`src/rtl/tdm_demux_1to16.sv`:
```
// Receive side of the 16-channel one-bit TDM link: rebuilds parallel frames from
// the serial stream, tracks frame alignment and publishes only complete frames.
module tdm_demux_1to16 #(
  parameter int CH   = 16,
  parameter int SELW = 4
) (
  input  logic            clk,
  input  logic            rst,
  input  logic            en,
  input  logic            din,
  input  logic            fsync,
  output logic [CH-1:0]   out,
  output logic [SELW-1:0] sel,
  output logic            frame_valid,
  output logic            sync_err,
  output logic            locked
);

  typedef enum logic {
    HUNT   = 1'b0,
    LOCKED = 1'b1
  } state_e;

  localparam logic [SELW-1:0] FIRST_CH = '0;
  localparam logic [SELW-1:0] NEXT_CH  = SELW'(1);
  localparam logic [SELW-1:0] LAST_CH  = SELW'(CH - 1);

  state_e          state_q, state_d;
  logic [SELW-1:0] sel_q, sel_d;
  logic [CH-1:0]   shadow_q, shadow_d;
  logic [CH-1:0]   out_q, out_d;
  logic            fv_q, fv_d;
  logic            se_q, se_d;

  always_ff @(posedge clk or posedge rst) begin
    if (rst) begin
      state_q  <= HUNT;
      sel_q    <= '0;
      shadow_q <= '0;
      out_q    <= '0;
      fv_q     <= 1'b0;
      se_q     <= 1'b0;
    end else begin
      state_q  <= state_d;
      sel_q    <= sel_d;
      shadow_q <= shadow_d;
      out_q    <= out_d;
      fv_q     <= fv_d;
      se_q     <= se_d;
    end
  end

  // Pulses default low so they last exactly one cycle whether or not en is high.
  always_comb begin
    state_d  = state_q;
    sel_d    = sel_q;
    shadow_d = shadow_q;
    out_d    = out_q;
    fv_d     = 1'b0;
    se_d     = 1'b0;
    if (en) begin
      case (state_q)
        HUNT: begin
          if (fsync) begin
            shadow_d[0] = din;
            sel_d       = NEXT_CH;
            state_d     = LOCKED;
          end
        end
        LOCKED: begin
          if (fsync) begin
            // A marker anywhere but channel 0 abandons the partial frame and restarts.
            se_d        = (sel_q != FIRST_CH);
            shadow_d[0] = din;
            sel_d       = NEXT_CH;
          end else if (sel_q == FIRST_CH) begin
            se_d    = 1'b1;
            state_d = HUNT;
          end else if (sel_q == LAST_CH) begin
            out_d         = shadow_q;
            out_d[CH-1]   = din;
            fv_d          = 1'b1;
            sel_d         = FIRST_CH;
          end else begin
            shadow_d[sel_q] = din;
            sel_d           = sel_q + NEXT_CH;
          end
        end
        default: state_d = HUNT;
      endcase
    end
  end

  always_comb begin
    out         = out_q;
    sel         = sel_q;
    frame_valid = fv_q;
    sync_err    = se_q;
    locked      = (state_q == LOCKED);
  end

endmodule

```
`config.mk`:
```
export PLATFORM = sky130hd
export DESIGN_NAME = tdm_demux_1to16
export DESIGN_NICKNAME = d
export VERILOG_FILES = /design/src/rtl/tdm_demux_1to16.sv
export SDC_FILE = /design/constraint.sdc
export NUM_CORES = 1
export LEC_CHECK = 0
export CAP_MARGIN = 30
export CORE_MARGIN = 1
export CORE_UTILIZATION = 52
export DETAILED_ROUTE_END_ITERATION = 8
export GPL_TIMING_DRIVEN = 0
export PLACE_DENSITY = 0.78
export SLEW_MARGIN = 40
export SYNTH_ARGS = -nofsm -noshare
export SYNTH_HDL_FRONTEND = slang
export SYNTH_SLANG_ARGS = --single-unit
```
`constraint.sdc`:
```
create_clock -name clk -period 2.3 [get_ports clk]
set_input_delay 0.23 -clock clk [delete_from_list [all_inputs] [get_ports clk]]
set_output_delay 0.23 -clock clk [all_outputs]
set_load 0.02 [all_outputs]
```
**Run 1: routing congestion**

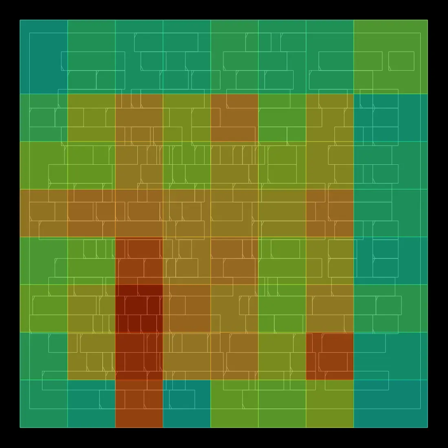
final core occ: 0.6695
met3 GRT Util: 0.06550
M1 GR Usage: 0.2442
drt wl/cell: 13.93 µm

**Run 1: signal wires on met2**

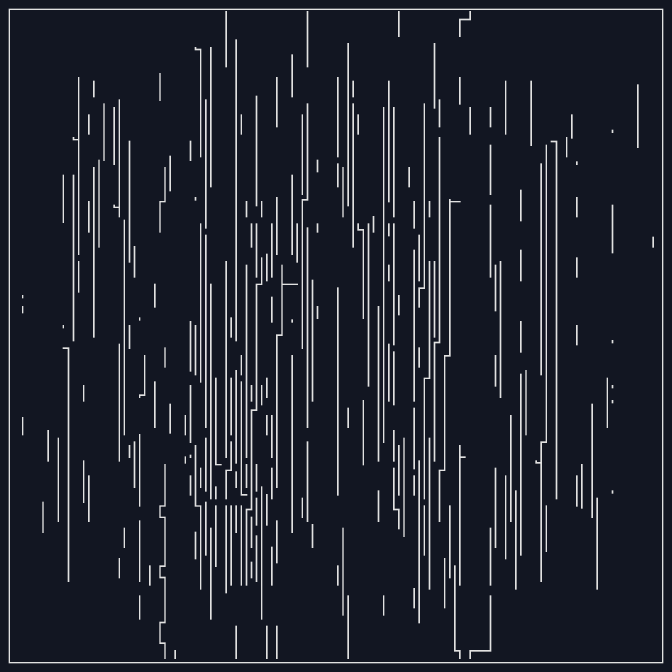
The layer holds 52% of the routed length. The wires run mostly vertical.
Via Count: 1097
total wire length: 2925 µm

**Run 1: metal layers overlaid**

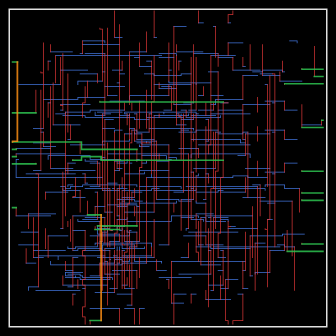
Key: M2 = red [wire length 1510 µm]; M4 = orange [wire length 35.6 µm]; M3 = green [wire length 144 µm]; M1 = blue [wire length 1240 µm]

**Run 1: gate families picked out**

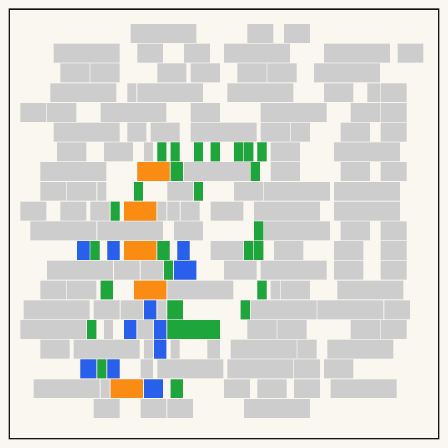
Key: aoi and oai cells = blue [cells 11, most used o21ai_0]; fa/ha/maj cells = orange [cells 5, most used ha_1]; nand cells = green [cells 26, most used nand2_1]

==> CHANGELOG.md, run 1 <==
### Physical design

- Post-CTS setup buffers: 0
- FP Util: 0.5488
- Clock Latency Late Sink: 330 ps
- Post-layout period usage: 0.8511
- Tot Pwr: around 0.0016 W
- Outcome: finished clean
- CP Launch Type: register
- Syn nets: approximately 140
- Hold/Removal Path Class: primary input to async pin
- Wire length on met3: roughly 140 µm
- Post-CTS resize count: 0
- Post-Syn Area: about 1700 µm²
- Clock buffer depth: 2
- Max Clock Freq: approximately 0.5 GHz
- Drt drc: 0
- Fin. Hold Viols: 0
- Avg Vias per Cell: 5.224
- Dpl cell area: 2014 µm²
- R2r worst-path depth: 6
- CTS clk-pin slew, worst paths: 100 ps
- Top routing layer in use: met4
- # nets final: 176
- Synth Register Bits: 38
- XOR/XNOR Fraction of Synth Area: 0
- Layout cells sized above 1: 0.2771
- Mux cell area share: 0.2067
- Async S/R FF share, synth: 1.000
- Sink Count: 38
- Total congestion overflow: 0
- Die width: 59.00 µm
- Sequential power share: 0.513
- Row Count: 20
- R2R Path End: out[8]
- Final setup fails: 0
- I/O pins: 28
- 1st-pass router iterations: 4
- Met1 WL: 1237 µm
- Slew margin rel.: 0.5737
-- run 1: area by class of cell --
type / instances / area (µm²)
Clock buffer: 7 / 45.04
Inverter: 5 / 20.02
Sequential cell: 38 / 950.9
Buffer: 5 / 30.03
Multi-Input combinational cell: 84 / 689.4
Timing Repair Buffer: 27 / 270.3
Fill cell: 272 / 1017
Tap cell: 44 / 55.05
-- run 1: cell families (layout without fill, tap and decap cells) --
group / Yosys count / count (layout)
compound gates: 12 / 12
fa+ha+maj: 5 / 5
flops: 38 / 38
buf+inv: 10 / 44
mux: 31 / 31
simple gates: 36 / 36
-- run 1: worst min path at each step --
stage | from | cells after the start | slack, ps | endpoint
after floorplan | en | 1 | 330 | locked
after global placement | shadow_q[8] | 1 | 470 | shadow_q[8]
after detailed placement | shadow_q[9] | 1 | 490 | shadow_q[9]
after CTS | rst | 2 | 370 | sel[0]
after global routing | rst | 2 | 310 | sel[2]
final | rst | 2 | 280 | frame_valid
-- run 1: synthesized netlist by cell type, types with 2 or more instances --
master / n
nand2_1: 20
buf_2: 3
o21ai_0: 5
mux2_1: 2
mux2_2: 29
dfrtp_1: 38
ha_1: 5
nor2_1: 3
nand3_1: 4
nor3b_2: 2
a21oi_1: 3
inv_1: 5
-- run 1: flip-flops by register name, indices dropped and copies added, names as in the netlist --
signal,cells
sync_err,1
sel,4
frame_valid,1
locked,1
out,16
shadow_q,15
-- run 1: per-stage QoR --
stage | instances | util | setup slack, ps
after detailed placement | 203 | 0.6545 | 263.8
after global routing | 210 | 0.6695 | 217.1
after CTS | 210 | 0.6691 | 327.7
after global placement | 203 | 0.6545 | 295.1
after floorplan | 132 | - | 504.0
final | 210 | 0.6695 | 342.4
-- run 1: cells in the final DEF (no fill, tap or decap), drive strengths merged, types with 2 or more instances in the layout --
cell type and n:
nand3 4, inv 4, a21oi 3, nor2 4, clkbuf 8, buf 4, clkdlybuf4s50 27, nand2 20
o21ai 5, mux2 31, nor3b 2, ha 5, dfrtp 38
-- run 1: worst max-delay path, cell delays in order (launching register included) --
cell and delay (ps):
dfrtp_1 460, ha_1 180, buf_2 190, nand3_1 170, nor2_4 300, buf_6 200, mux2_2 340
-- run 1: metal layers --
layer  GRT usage  vias to the layer above
li1            -                      522
met1      0.2442                      544
met2      0.3474                       27
met3     0.06550                        4
met4     0.09184                        0
met5           0                        -
-- run 1: power groups by stage --
stage | Clock (W) | Combinational (W) | Sequential [W]
floorplan | 0 | 0.000262 | 0.000849
global placement | 0 | 0.000443 | 0.000816
detailed placement | 0 | 0.000455 | 0.000819
CTS | 0.000317 | 0.000455 | 0.000806
global route | 0.000352 | 0.000505 | 0.000820
finish | 0.000307 | 0.000457 | 0.000806
**Run 1: placement density heat map**

12 x 12 tiles, from white (low) to dark blue (high), 0 to 100% covered.
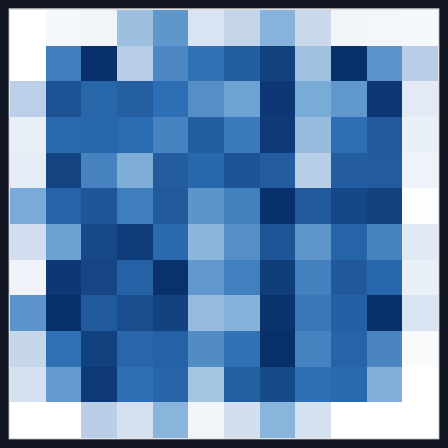

==> run 2: changes to the inputs <==
RECOVER_POWER = 50   (was unset)
**Run 2: placement density heat map**

12 x 12 tiles, from white (low) to dark blue (high), 0 to 100% covered.
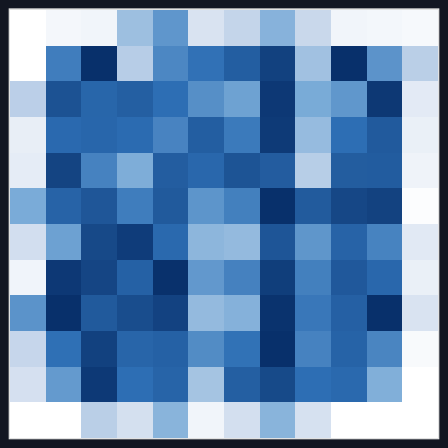
The fullest tile reaches 100%. 6.2% of the tiles are nearly empty. The mean over all tiles is 57%. 42% of the tiles are over 75% full. The densest ninth of the die: center.
final core occ: 0.6679
core area: 3078 µm²
FP Util: 0.5488

==> run 2 against run 1 <==
  * Final cell count unchanged
  * Clock power is essentially flat
  * Synthesized cell count unchanged
  * Fmax is 0.64% lower
  * Critical path depth is the same
  * Critical path type unchanged
  * First-iteration DRC count is 3.6% higher
  * Setup slack worse by 13 ps
  * Combinational power shrank 2%
  * Cell area is 0.24% lower
  * Worst hold slack improved by 230 ps
  * Largest power group unchanged
  * The flow now finishes with violations (max-capacitance violations, max-slew violations)
==> CHANGELOG.md, run 2 <==
### Physical design

- Layout cells sized above 1: 0.2711
- Syn nets: 142
- WP buf/inv: 2
- Synth Register Bits: 38
- Avg Vias per Cell: 5.162
- Failing checks: max-capacitance violations, max-slew violations
- Cells along the critical path: ha_1, buf_2, nand3_1, nor2_4, buf_6, mux2_2
- CP max stage delay: approximately 460 ps
- Post-CTS resize count: 0
- Max Transition Viols Final: 39
- Fillers: 273
- Max Cap Viol: 1
- Outcome: finished, violations left
- Most frequent cell after synthesis: dfrtp_1
- Max Clock Freq: 0.5076 GHz
- Sink Count: 38
- Hold/Removal Path Class: register to register
- Comb gate area: 684.4 µm²
- Post-Syn Area: approximately 1700 µm²
- Row Count: 20
- Largest register FFs: 16
- Hold path startpoint: shadow_q[8]
**Run 2: signal wires on met2**

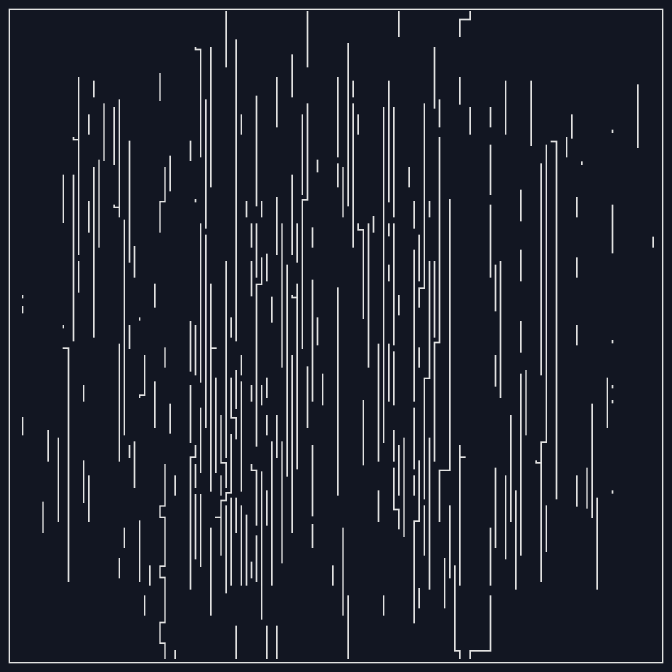
158 nets have wire on it. The layer carries 1500 µm of wire. The wires run mostly vertical. The longest straight run is 32.3 µm.
met2 usage: 0.3474
Via Count: 1084
total wire length: 2915 µm

==> run 2: worst max path at each step <==
stage	from	end	slack [ps]	cells past startpoint
floorplan	sel[1]	out[1]	500	6
global placement	en	out[4]	300	5
detailed placement	en	out[6]	260	5
CTS	sel[1]	out[6]	330	6
global route	sel[0]	out[8]	220	6
finish	sel[1]	out[8]	330	6
==> run 2: worst reg2reg max path, delay by kind of cell, from the launching register on <==
kind          cells  cell delay [ps]
buf+inv           2              390
fa+ha+maj         1              180
simple gates      2              490
mux               1              340
flops             1              460
==> run 2: final cells by class <==
type | count | share of cell area
clock buffers | 7 | 0.02191
well taps | 44 | 0.02678
plain buffers | 5 | 0.01461
flip-flops and latches | 38 | 0.4626
inverters | 5 | 0.009738
multi-input cells | 84 | 0.3329
repair buffers | 27 | 0.1315
==> run 2: logic make-up after synthesis <==
| family | Yosys count |
|---|---|
| AND-OR/OR-AND | 12 |
| multiplexers | 31 |
| buffers and inverters | 10 |
| AND/OR/NAND/NOR | 36 |
| adder cells (fa/ha/maj) | 5 |
| flip-flops | 38 |
==> run 2: power by group <==
part / switching [W] / internal [W] / total, W
combinational: 0.000258 / 0.000188 / 0.000446
clock: 0.000190 / 0.000115 / 0.000305
sequential: 0.0000560 / 0.000749 / 0.000805
==> run 2: layer usage <==
layer  GRT usage  vias to the layer above  share of wire
li1            -                      522              -
met1      0.2442                      532           0.43
met2      0.3474                       24           0.52
met3     0.06550                        6          0.040
met4     0.09184                        0          0.016
met5           0                        -              0
==> run 2: stage by stage <==
stage	area, µm²	worst slack (ps)	instances	power, W	hold WS, ps
after floorplan	1689	504.0	132	0.001111	334.1
after global placement	2014	295.1	203	0.001259	472.4
after detailed placement	2014	263.8	203	0.001274	489.8
after CTS	2059	327.7	210	0.001578	374.0
after global routing	2056	216.9	210	0.001668	525.7
final	2056	329.9	210	0.001556	506.9
**Run 2: metal layers overlaid**

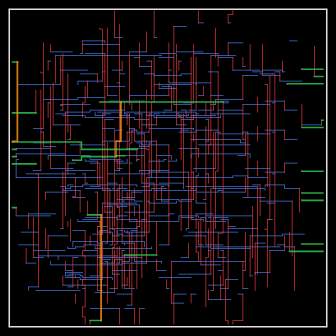

==> run 3: changes to the inputs <==
CORE_MARGIN = 4   (was 1)
**Run 3: metal layers overlaid**

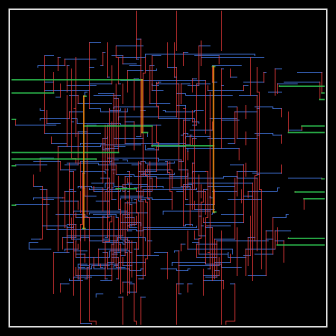
Key: M2 = red [wire length 1590 µm]; M3 = green [wire length 159 µm]; M4 = orange [wire length 68.0 µm]; M1 = blue [wire length 1280 µm]
Global Route Usage Sum: 0.1760
Via Count: 1102

==> run 3 against run 2 <==
  * The flow still finishes with violations (max-capacitance violations, max-slew violations)
  * Clock power rose by 46%
  * Die area rose by 21%
  * Worst hold slack improved by 3.9 ps
  * Via count rose by 1.7%
  * Sequential power barely moved
  * Core utilization rose by 1.2 points
  * Critical path type unchanged
==> CHANGELOG.md, run 3 <==
### Physical design

- Final setup fails: 0
- Logic gate share of total power: 0.266
- Commonest cells after routing, fill and taps aside: dfrtp_1, mux2_2, nand2_1
- Internal cell power: 0.001162 W
- Fin. Hold Viols: 0
- Syn nets: 142
- Failing checks: max-capacitance violations, max-slew violations
- Commonest Layout Cell: dfrtp_1
- Largest register FFs: 16
- 1st-pass router iterations: 4
- Layout cells sized above 1: 0.2934
- Drt wl/cell: 14.71 µm
- Sink Count: 38
- Most frequent cell after synthesis: dfrtp_1
- Avg Vias per Cell: ~5.2
- Worst hold slack: 510.8 ps
- Max Cap Viol: 1
- Sequential power share: 0.473
- Outcome: finished, violations left
- Max Transition Viols Final: 39
- Slew margin rel.: -0.06796
- Post-Syn Area: 1689 µm²
- Post-CTS resize count: 0
- Post-layout period usage: 0.8425
- Max Clock Freq: 0.5161 GHz
- Async S/R FF share, synth: 1.000
- Core area: 3078 µm²
- Drt drc: 0
- CP Launch Type: register
- Crit path max-delay family: simple AND/OR/NAND/NOR gates
- # nets final: ~180
- R2R Path End: out[7]
- Hold/Removal Path Class: register to register
- Top cells by count: dfrtp_1, mux2_2, nand2_1
- Row Count: 20
**Run 3: placement density heat map**

6 x 6 tiles, from white (low) to dark blue (high), 0 to 100% covered.
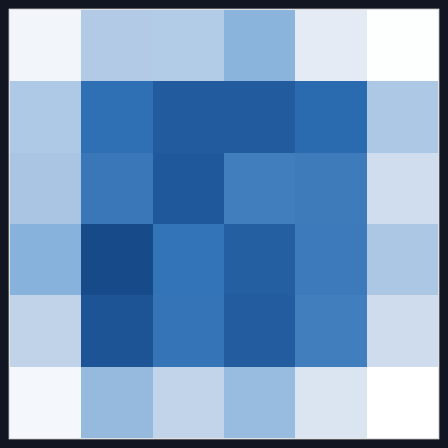
The fullest tile reaches 90%. The mean over all tiles is 48%. 22% of the tiles are over 75% full. The emptiest ninth of the die: south-east. 5.6% of the tiles are nearly empty. The densest ninth of the die: center.
final core occ: 0.6801

run 3: netlist changes by cell type in the layout (fill, tap and decap cells not counted):
cell,change
dlygate4sd3_1,+2
clkdlybuf4s50_1,-2
nor3b_2,+1
nor3b_1,-1
bufinv_16,+1
clkinv_2,+2
clkbuf_1,-2
run 3: per-stage QoR:
| stage | area (µm²) | total power [W] | std cells | setup slack, ps |
|---|---|---|---|---|
| 6_report | 2093 | 0.001701 | 211 | 362.3 |
| 5_1_grt | 2093 | 0.001803 | 211 | 243.3 |
| 3_3_place_gp | 2014 | 0.001261 | 203 | 291.1 |
| 2_1_floorplan | 1689 | 0.001111 | 132 | 504.0 |
| 3_5_place_dp | 2014 | 0.001284 | 203 | 253.2 |
| 4_1_cts | 2092 | 0.001724 | 211 | 352.7 |
run 3: cells by family after synthesis:
family / synth area share
buffers and inverters: 0.02888
AND/OR/NAND/NOR: 0.1222
multiplexers: 0.2067
AND-OR/OR-AND: 0.04222
flip-flops: 0.5630
adder cells (fa/ha/maj): 0.03704
run 3: how the worst max path moves through the flow:
stage | to | slack, ps | cells past startpoint
after floorplan | out[1] | 500 | 6
after global placement | out[9] | 290 | 5
after detailed placement | out[7] | 250 | 5
after CTS | out[7] | 350 | 6
after global routing | out[7] | 240 | 6
final | out[7] | 360 | 6
run 3: layout make-up:
cell class | count | area, µm²
tap | 44 | 55.05
clock buffer | 5 | 37.54
buffer | 5 | 30.03
timing repair buffer | 27 | 270.3
multi-input combinational | 84 | 689.4
sequential | 38 | 950.9
fill | 239 | 984.7
inverter | 5 | 20.02
clock inverter | 3 | 40.04
run 3: layer usage:
layer | wire length [µm] | part of all wire | vias to the layer above | track usage
met4 | 68 | 0.022 | 0 | 0.07916
met3 | 159 | 0.051 | 8 | 0.05373
met2 | 1592 | 0.51 | 25 | 0.3103
li1 | - | - | 521 | -
met5 | 0 | 0 | - | 0
met1 | 1284 | 0.41 | 548 | 0.1927
run 3: power by group through the flow:
stage	logic [W]	clock network, W	registers (W)
global route	0.000505	0.000482	0.000817
finish	0.000453	0.000444	0.000805
global placement	0.000446	0	0.000815
CTS	0.000467	0.000452	0.000804
floorplan	0.000262	0	0.000849
detailed placement	0.000466	0	0.000818
Power and IR drop assume default switching activity.
